## src/rtl/jk_cmd_sequencer.sv

```systemverilog
// Command-driven J/K excitation generator for a bank of WIDTH JK flip-flops.
// Optional Q-vs-shadow consistency check enabled by defining JK_SEQ_CHECK_EN.
module jk_cmd_sequencer #(
  parameter int unsigned WIDTH = 4,
  parameter int unsigned LEN_W = 8
) (
  input  logic             clk,
  input  logic             reset,
  input  logic             cmd_valid,
  output logic             cmd_ready,
  input  logic [2:0]       cmd_op,
  input  logic [WIDTH-1:0] cmd_data,
  input  logic [LEN_W-1:0] cmd_len,
  output logic [WIDTH-1:0] j,
  output logic [WIDTH-1:0] k,
  input  logic [WIDTH-1:0] q,
  output logic             busy,
  output logic             done,
  output logic             err,
  output logic [WIDTH-1:0] shadow
`ifdef JK_SEQ_CHECK_EN
  ,
  output logic             mismatch
`endif
);

  localparam int unsigned OP_W = 3;
  localparam logic [OP_W-1:0] OP_HOLD   = OP_W'(0);
  localparam logic [OP_W-1:0] OP_LOAD   = OP_W'(1);
  localparam logic [OP_W-1:0] OP_SET    = OP_W'(2);
  localparam logic [OP_W-1:0] OP_CLEAR  = OP_W'(3);
  localparam logic [OP_W-1:0] OP_TOGGLE = OP_W'(4);
  localparam logic [OP_W-1:0] OP_CNT_UP = OP_W'(5);
  localparam logic [OP_W-1:0] OP_CNT_DN = OP_W'(6);

  typedef enum logic [1:0] {
    ST_IDLE = 2'd0,
    ST_STEP = 2'd1,
    ST_RUN  = 2'd2
  } state_t;

  state_t           state;
  logic [LEN_W-1:0] remain;
  logic             count_up;
  logic             err_pend;
  logic [WIDTH-1:0] shadow_nxt;
  logic [WIDTH-1:0] up_ex;
  logic [WIDTH-1:0] dn_ex;
  logic             carry_up;
  logic             carry_dn;
  logic             mis_nxt;

  // Shadow follows the JK next-state rule using the excitation being presented,
  // and count excitation is derived from the value the bank holds after this edge.
  always_comb begin
    shadow_nxt = (j & ~shadow) | (~k & shadow);
    up_ex      = '0;
    dn_ex      = '0;
    carry_up   = 1'b1;
    carry_dn   = 1'b1;
    for (int i = 0; i < int'(WIDTH); i++) begin
      up_ex[i] = carry_up;
      dn_ex[i] = carry_dn;
      carry_up = carry_up & shadow_nxt[i];
      carry_dn = carry_dn & ~shadow_nxt[i];
    end
  end

`ifdef JK_SEQ_CHECK_EN
  assign mis_nxt = mismatch | (q != shadow);
`else
  logic unused_q;
  assign mis_nxt  = 1'b0;
  assign unused_q = ^q;
`endif

  always_ff @(posedge clk) begin
    if (reset) begin
      state     <= ST_IDLE;
      j         <= '0;
      k         <= '0;
      shadow    <= '0;
      busy      <= 1'b0;
      done      <= 1'b0;
      err       <= 1'b0;
      cmd_ready <= 1'b1;
      remain    <= '0;
      count_up  <= 1'b0;
      err_pend  <= 1'b0;
`ifdef JK_SEQ_CHECK_EN
      mismatch  <= 1'b0;
`endif
    end else begin
      shadow <= shadow_nxt;
      done   <= 1'b0;
      err    <= 1'b0;
`ifdef JK_SEQ_CHECK_EN
      mismatch <= mis_nxt;
`endif
      unique case (state)
        ST_IDLE: begin
          j <= '0;
          k <= '0;
          if (cmd_valid && cmd_ready) begin
            busy      <= 1'b1;
            cmd_ready <= 1'b0;
            err_pend  <= 1'b0;
            state     <= ST_STEP;
            case (cmd_op)
              OP_HOLD: ;
              OP_LOAD: begin
                j <= cmd_data;
                k <= ~cmd_data;
              end
              OP_SET:    j <= cmd_data;
              OP_CLEAR:  k <= cmd_data;
              OP_TOGGLE: begin
                j <= cmd_data;
                k <= cmd_data;
              end
              OP_CNT_UP, OP_CNT_DN: begin
                count_up <= (cmd_op == OP_CNT_UP);
                // A zero-length count degenerates to a single HOLD step
                if (cmd_len != '0) begin
                  state  <= ST_RUN;
                  remain <= cmd_len - LEN_W'(1);
                  j      <= (cmd_op == OP_CNT_UP) ? up_ex : dn_ex;
                  k      <= (cmd_op == OP_CNT_UP) ? up_ex : dn_ex;
                end
              end
              default: err_pend <= 1'b1;
            endcase
          end
        end
        ST_STEP, ST_RUN: begin
          if (state == ST_RUN && remain != '0) begin
            remain <= remain - LEN_W'(1);
            j      <= count_up ? up_ex : dn_ex;
            k      <= count_up ? up_ex : dn_ex;
          end else begin
            state     <= ST_IDLE;
            j         <= '0;
            k         <= '0;
            busy      <= 1'b0;
            done      <= 1'b1;
            err       <= err_pend;
            cmd_ready <= 1'b1;
          end
        end
        default: state <= ST_IDLE;
      endcase
      if (mis_nxt) cmd_ready <= 1'b0;
    end
  end

endmodule
```

## config.mk

```make
export PLATFORM = sky130hd
export DESIGN_NAME = jk_cmd_sequencer
export DESIGN_NICKNAME = d
export VERILOG_FILES = /design/src/rtl/jk_cmd_sequencer.sv
export SDC_FILE = /design/constraint.sdc
export NUM_CORES = 1
export LEC_CHECK = 0
export CORE_MARGIN = 3
export CORE_UTILIZATION = 55
export CTS_CLUSTER_DIAMETER = 150
export DETAILED_ROUTE_END_ITERATION = 8
export HOLD_SLACK_MARGIN = 0.05
export PLACE_DENSITY = 0.91
export SETUP_SLACK_MARGIN = 0.1
export SLEW_MARGIN = 25
export SYNTH_ARGS = -nofsm -noshare
export SYNTH_HDL_FRONTEND = slang
export SYNTH_SLANG_ARGS = --single-unit
```

## constraint.sdc

```tcl
create_clock -name clk -period 4.94 [get_ports clk]
set_input_delay 0.988 -clock clk [delete_from_list [all_inputs] [get_ports clk]]
set_output_delay 0.988 -clock clk [all_outputs]
set_load 0.03 [all_outputs]
```

M1 wires:
Scale bar: 20 µm. Supply wires on this layer in gray.
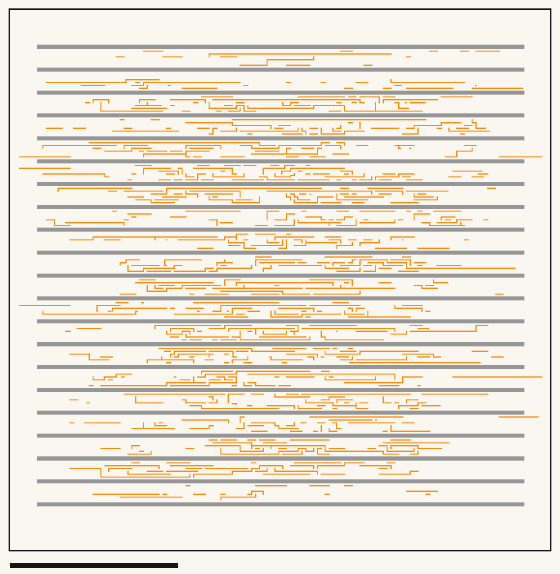
longest straight run = 23.0 µm
nets with wire on the layer = 272
main direction = horizontal
wire length on this layer = 1940 µm
drt total wl: 4290 µm
Vias: 1822
M1 GR Usage: 31.3%

Metal 2:
Scale bar: 20 µm.
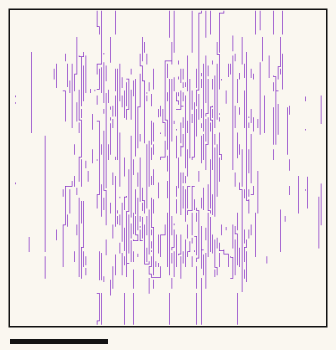
longest straight run = 39.8 µm
nets with wire on the layer = 239
wire length on this layer = 1950 µm
share of all routed wire = 45%
main direction = vertical
met2 usage: 33.8%

==> impl_metrics.tcl <==
# flow metrics
set metrics [dict create \
    n_fill_cell 275 \
    swShare_pct 36.1 \
    period_used_pct 61.2 \
    buffers 34 \
    dr.pass1.iters 4 \
    min_path_type "reg -> reg" \
    drc_errors 0 \
    min_period_ps 3020 \
    crit_arrival_ps 3280 \
    fmax_mhz 331 \
    mux_share_pct 6.17 \
    dp_hpwl_um 3300 \
    path_buffers 1 \
    power_uw 573 \
    final-nonclk-buf-share_pct 15.2 \
    hold_path_end "err" \
    r2r-end "remain[6]" \
    die_w_um 64.2 \
    clock-sinks 28 \
    io_pins 38 \
    n_antenna_cell 0 \
    outcome "finished clean" \
    ctsResizeCount 0 \
    sh_comb_area_pct 54.0 \
    tns_ps 0 \
    ant_nets 0 \
    fp_util_pct 59.1 \
    fp_nets 271 \
    logic_area_um2 1200 \
    finalSetupViolCount 0 \
    top_layer "met4" \
    clockRootBuffer "clkbuf_4" \
    seq_power_share_pct 45.3 \
    r2r_cells 8 \
    wl_met1_um 1940 \
    synth-xor-area-share_pct 3.76 \
    grt_max_degree 30 \
    path_cells "clkdlybuf4s50_1 > xor2_1 > nand3_2 > nor4_1 > o211ai_1 > o31ai_1" \
]
Signal wires on met3:
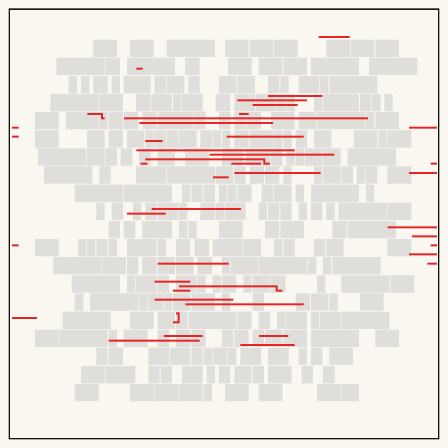
share of all routed wire = 7.7%
nets with wire on the layer = 36
wire length on this layer = 328 µm
met3 GRT Util: 4.22%

Clock wires, drivers and flops:
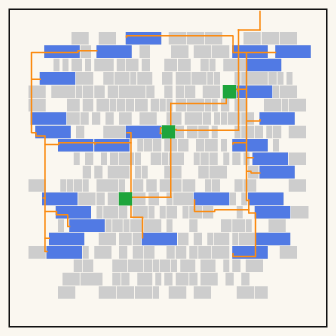
orange -> clock wires  # length 315 µm
blue -> flip-flops  # count 28
green -> clock-net drivers  # count 3
routed clock nets = 4
clk latency late pin: 330 ps
Max Clock Skew: 2.36 ps
Clk. pwr: 91.8 µW
Clock power frac: 16.0%

stage by stage:
step	hold WS, ps	cells	area (µm²)
final	483	315	2230
after global routing	498	315	2230
after CTS	484	315	2230
after detailed placement	447	312	2210
after global placement	442	312	2210
after floorplan	430	245	1860
worst max path at each step:
stage / start / to / slack (ps) / cells after the start
after floorplan: state[1] / remain[6] / 2250 / 10
after global placement: cmd_op[1] / remain[7] / 1660 / 6
after detailed placement: cmd_op[1] / remain[7] / 1640 / 6
after CTS: cmd_op[1] / remain[7] / 2000 / 6
after global routing: state[1] / remain[6] / 1820 / 8
final: cmd_op[1] / remain[7] / 1920 / 6
registers in the layout (all words and copies together), names as in the netlist:
name	count
busy	1
cmd_ready	1
count_up	1
done	1
err	1
err_pend	1
j	4
k	4
remain	8
shadow	4
state	2
Power and IR drop assume default switching activity.
